`src/rtl/shift_parity_pkg.sv`:
```
// Shared types and constants for the shift/parity datapath.
package shift_parity_pkg;

    typedef enum logic {
        IDLE,
        SHIFT
    } sp_state_t;

    localparam logic DIR_LEFT  = 1'b0;
    localparam logic DIR_RIGHT = 1'b1;

endpackage : shift_parity_pkg

```
`src/rtl/parity_gen.sv`:
```
// Combinational parity over a word: even parity when odd_mode is 0, odd when 1.
// Kept separate so the deserialiser can reuse it.
module parity_gen #(
    parameter int WIDTH = 8
) (
    input  logic [WIDTH-1:0] data,
    input  logic             odd_mode,
    output logic             parity
);

    assign parity = (^data) ^ odd_mode;

endmodule : parity_gen

```
`src/rtl/shift_parity_unit.sv`:
```
// Serial/parallel shift register with a direction select, a programmable run length
// (0 = continuous until stop), even/odd parity over the held word and busy/done status.
module shift_parity_unit
    import shift_parity_pkg::*;
#(
    parameter int WIDTH = 8,
    parameter int LEN_W = $clog2(WIDTH + 1)
) (
    input  logic             clock,
    input  logic             resetn,
    input  logic             start,
    input  logic             stop,
    input  logic             load,
    input  logic             dir,
    input  logic             odd_mode,
    input  logic [LEN_W-1:0] shift_len,
    input  logic             serial_in,
    input  logic [WIDTH-1:0] parallel_in,
    output logic [WIDTH-1:0] data_out,
    output logic             serial_out,
    output logic             parity,
    output logic             busy,
    output logic             done
);

    sp_state_t        state;
    sp_state_t        state_next;
    logic [WIDTH-1:0] shift_reg;
    logic [WIDTH-1:0] shift_reg_next;
    logic [WIDTH-1:0] shifted;
    logic [LEN_W-1:0] counter;
    logic [LEN_W-1:0] counter_next;
    logic             run_dir;
    logic             run_dir_next;
    logic             continuous;
    logic             continuous_next;
    logic             done_next;
    logic             eff_dir;

    // Next-state logic: command priority is stop > start > load in IDLE; in SHIFT
    // only stop is honoured and every other cycle moves the word one position.
    always_comb begin
        state_next      = state;
        shift_reg_next  = shift_reg;
        counter_next    = counter;
        run_dir_next    = run_dir;
        continuous_next = continuous;
        done_next       = 1'b0;

        if (run_dir == DIR_LEFT) begin
            shifted = {shift_reg[WIDTH-2:0], serial_in};
        end else begin
            shifted = {serial_in, shift_reg[WIDTH-1:1]};
        end

        case (state)
            IDLE: begin
                if (!stop) begin
                    if (start) begin
                        state_next      = SHIFT;
                        run_dir_next    = dir;
                        counter_next    = shift_len;
                        continuous_next = (shift_len == '0);
                    end else if (load) begin
                        shift_reg_next = parallel_in;
                    end
                end
            end
            SHIFT: begin
                if (stop) begin
                    state_next = IDLE;
                end else begin
                    shift_reg_next = shifted;
                    if (!continuous) begin
                        counter_next = counter - LEN_W'(1);
                        if (counter == LEN_W'(1)) begin
                            state_next = IDLE;
                            done_next  = 1'b1;
                        end
                    end
                end
            end
            default: begin
                state_next = IDLE;
            end
        endcase
    end

    // All run state lives in one register bank; reset clears it immediately, so a
    // reset mid-run drops the run without a done pulse.
    always_ff @(posedge clock or negedge resetn) begin
        if (!resetn) begin
            state      <= IDLE;
            shift_reg  <= '0;
            counter    <= '0;
            run_dir    <= DIR_LEFT;
            continuous <= 1'b0;
            done       <= 1'b0;
        end else begin
            state      <= state_next;
            shift_reg  <= shift_reg_next;
            counter    <= counter_next;
            run_dir    <= run_dir_next;
            continuous <= continuous_next;
            done       <= done_next;
        end
    end

    // Output decode: the exit bit follows the latched direction during a run and
    // the live dir input while idle, so the controller can preview the next bit.
    always_comb begin
        busy       = (state == SHIFT);
        eff_dir    = busy ? run_dir : dir;
        data_out   = shift_reg;
        serial_out = (eff_dir == DIR_RIGHT) ? shift_reg[0] : shift_reg[WIDTH-1];
    end

    parity_gen #(
        .WIDTH(WIDTH)
    ) u_parity_gen (
        .data    (shift_reg),
        .odd_mode(odd_mode),
        .parity  (parity)
    );

endmodule : shift_parity_unit
```
`config.mk`:
```
export PLATFORM = sky130hd
export DESIGN_NAME = shift_parity_unit
export DESIGN_NICKNAME = d
export VERILOG_FILES = /design/src/rtl/shift_parity_pkg.sv /design/src/rtl/parity_gen.sv /design/src/rtl/shift_parity_unit.sv
export SDC_FILE = /design/constraint.sdc
export NUM_CORES = 1
export LEC_CHECK = 0
export ABC_AREA = 1
export CORE_AREA = 5 5 55 57
export CTS_BUF_LIST = sky130_fd_sc_hd__clkbuf_2
export DETAILED_ROUTE_END_ITERATION = 8
export DIE_AREA = 0 0 60 62
export PLACE_DENSITY_LB_ADDON = 0.1
export SLEW_MARGIN = 10
export SYNTH_ARGS = -nofsm -noshare
export SYNTH_HDL_FRONTEND = slang
export SYNTH_HIERARCHICAL = 1
export SYNTH_SLANG_ARGS = --single-unit
```
`constraint.sdc`:
```
create_clock -name clock -period 1.2 [get_ports clock]
set_input_delay 0.12 -clock clock [delete_from_list [all_inputs] [get_ports clock]]
set_output_delay 0.12 -clock clock [all_outputs]
set_load 0.03 [all_outputs]
```
==> run_1/cell_density.png <==
The die is cut into 6 by 6 equal tiles; white is low, dark blue is high, 0 to 100% covered.
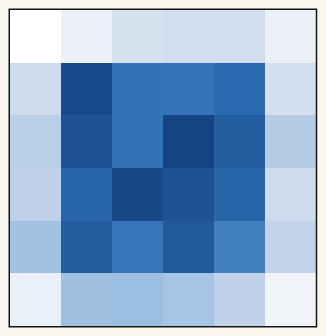
densest ninth of the die	middle
fullest tile	92%
tiles over 75% full	31%
nearly empty tiles	2.8%
mean over tiles	48%
post-layout util: 75.15%
fp_density: 48.41%
core box area: 2432 um2

==> run_1/io_placement.png <==
Pins as bars across the die edge, other pins in gray.
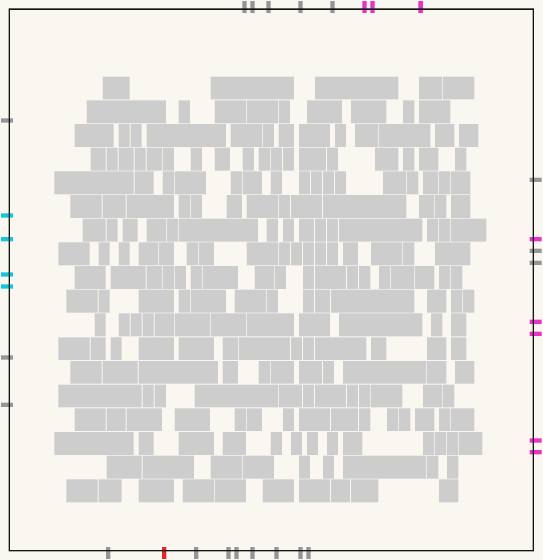
port	color	pins	direction	edge
`shift_len`	cyan	4	input	left
`busy`	red	1	output	bottom
`data_out`	magenta	8	output	5 right, 3 top

==> results.json, run 1 <==
{
  "nonClkBufAreaFrac_pct": 24.44,
  "buffers_on_ports": 31,
  "run_status": "finished, violations left",
  "rsz0062_at_grt": "true",
  "worst_path_dominant_cell_family": "flip-flops",
  "routedWlPerCell_um": 12.74,
  "post_cts_resize_count": 35,
  "gp_routability_congestion": 0.8647,
  "seqCellArea_um2": 412.9,
  "grt_start_max_net_pins": 17,
  "mi_logic_area_um2": 782.0,
  "average_via_count_per_standard_cell": 5.107,
  "cp_max_fo": 4,
  "synth_largest_type_area_fraction_pct": 34.01,
  "failed_checks": "setup timing",
  "power_leader": "combinational cells",
  "fin_ws_ns": -0.3334,
  "yosysCellCount": 185,
  "first_global_vias": 1262,
  "clock_power_mw": 0.265,
  "final_nets": 255,
  "worst-setup-path-type": "reg -> out",
  "postSynthNetCount": 207,
  "ys_seq_elements": 16,
  "top_cells_by_count": "nand2_1, inv_1, dfrtp_1, nand3_1, o21ai_0",
  "critical_path.endpoint_type": "output pin",
  "timing.final.setup_violations": 8,
  "synthesis.area_um2": 1177
}
==> run_1/placement.png <==
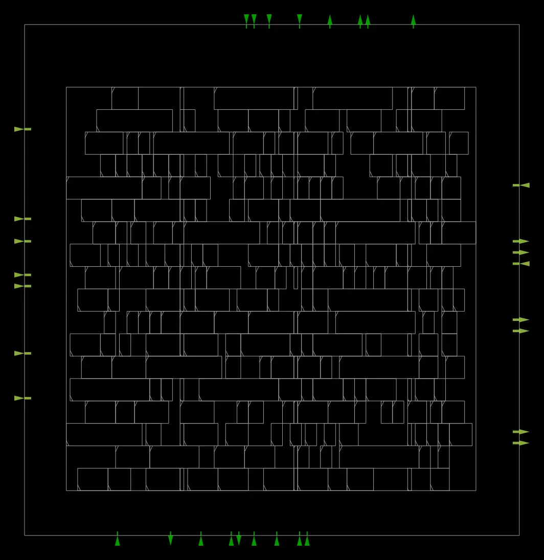
final std cells w/o fill: 262
Taps Inserted: 30

## Run 2: what changed since run 1
--- a/config.mk
+++ b/config.mk
@@ -10,6 +10,7 @@
 export CTS_BUF_LIST = sky130_fd_sc_hd__clkbuf_2
 export DETAILED_ROUTE_END_ITERATION = 8
 export DIE_AREA = 0 0 60 62
+export HOLD_SLACK_MARGIN = 0.12
 export PLACE_DENSITY_LB_ADDON = 0.1
 export SLEW_MARGIN = 10
 export SYNTH_ARGS = -nofsm -noshare
==> run_2/layer_met3.png <==
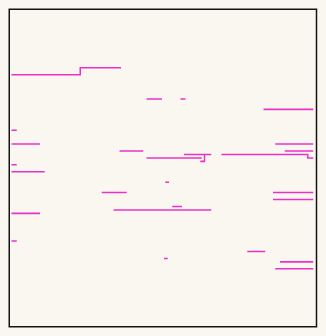
wire length on this layer	164 um
nets with wire on the layer	22
share of all routed wire	4.9%

==> results.json, run 2 <==
{
  "run_status": "finished, violations left",
  "failed_checks": "setup timing",
  "synth_async_sr_flop_share_pct": 100.0,
  "clock_power_mw": 0.265,
  "layout.core_utilization_pct": 75.15,
  "grt_start_max_net_pins": 17,
  "post_cts_resize_count": 35,
  "chipArea_um2": 3720,
  "gp_routability_congestion": 0.8647,
  "top_cells_by_count": "nand2_1, inv_1, dfrtp_1, nand3_1, o21ai_0",
  "core_area_um2": 2432,
  "synthesis.area_um2": 1177,
  "timing.final.setup_violations": 8,
  "grt_pass1_wl_mm": 4.933,
  "power_leader": "combinational cells",
  "critical_path.endpoint_type": "output pin",
  "crit-reg2reg-launch": "busy",
  "ys_seq_elements": 16,
  "worst-setup-path-type": "reg -> out",
  "buffers_on_ports": 31,
  "startpoint": "data_out[0]",
  "fin_ws_ns": -0.3334,
  "floorplan.initialDensity_pct": 48.41,
  "first_global_vias": 1262,
  "dieHeight_um": 62,
  "tap_cells": 30,
  "final_nets": 255,
  "postSynthNetCount": 207,
  "rsz0062_at_grt": "true",
  "nonClkBufAreaFrac_pct": 24.44,
  "mostFrequentLayoutCells": "nand2_1, clkdlybuf4s50_1, inv_1, nand2_2, buf_4",
  "average_via_count_per_standard_cell": 5.107,
  "seqCellArea_um2": 412.9,
  "routedWlPerCell_um": 12.74,
  "switchingPower_mw": 1.721,
  "yosysCellCount": 185
}
## Run 3: what changed since run 2
--- a/config.mk
+++ b/config.mk
@@ -10,6 +10,7 @@
 export CTS_BUF_LIST = sky130_fd_sc_hd__clkbuf_2
 export DETAILED_ROUTE_END_ITERATION = 8
 export DIE_AREA = 0 0 60 62
+export GPL_ROUTABILITY_DRIVEN = 0
 export HOLD_SLACK_MARGIN = 0.12
 export PLACE_DENSITY_LB_ADDON = 0.1
 export SLEW_MARGIN = 10
==> run_3/io_placement.png <==
Pins as bars across the die edge, other pins in gray.
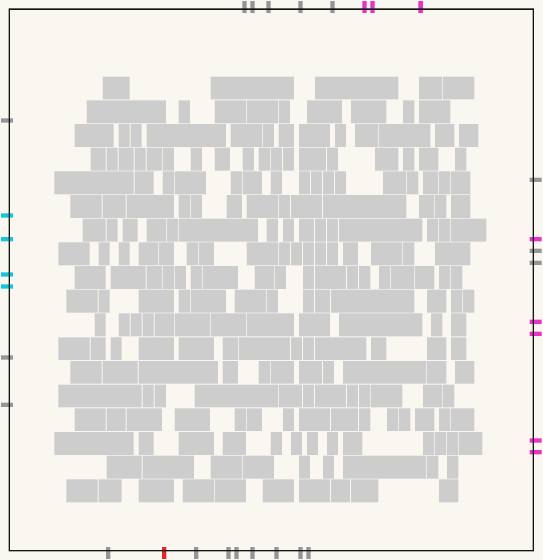
horizontal die dimension: 60 um
Buffers on Ports: 31
height of the die: 62 um

==> results.json, run 3 <==
{
  "run_status": "finished, violations left",
  "failed_checks": "setup timing",
  "post_cts_resize_count": 35,
  "drc": 0,
  "yosysCellCount": 185,
  "seqCellArea_um2": 412.9,
  "worst-setup-path-type": "reg -> out",
  "synthesis.area_um2": 1177,
  "final_nets": 255,
  "fin_hold_ws_ns": 0.1210,
  "routedWlPerCell_um": 12.74,
  "nonClkBufAreaFrac_pct": 24.44,
  "signal_buffers": 47,
  "startpoint": "data_out[0]",
  "power_leader": "combinational cells",
  "ys_seq_elements": 16,
  "floorplan.initialDensity_pct": 48.41,
  "grt_start_max_net_pins": 17,
  "core_area_um2": 2432,
  "average_via_count_per_standard_cell": 5.107,
  "crit-reg2reg-launch": "busy",
  "layout.core_utilization_pct": 75.15,
  "timing.final.setup_violations": 8,
  "fin_ws_ns": -0.3334,
  "floorplan.rows": 18,
  "postSynthNetCount": 207,
  "switchingPower_mw": 1.721,
  "cp_max_fo": 4,
  "tap_cells": 30,
  "rsz0062_at_grt": "true",
  "chipArea_um2": 3720,
  "clock_power_mw": 0.265,
  "mostFrequentLayoutCells": "nand2_1, clkdlybuf4s50_1, inv_1, nand2_2, buf_4",
  "grt_pass1_wl_mm": 4.933,
  "first_global_vias": 1262,
  "reg2reg_setup_slack_ns": -0.03,
  "route.final.wire_length_mm": 3.337,
  "synth_async_sr_flop_share_pct": 100.0,
  "worst_path_dominant_cell_family": "flip-flops"
}
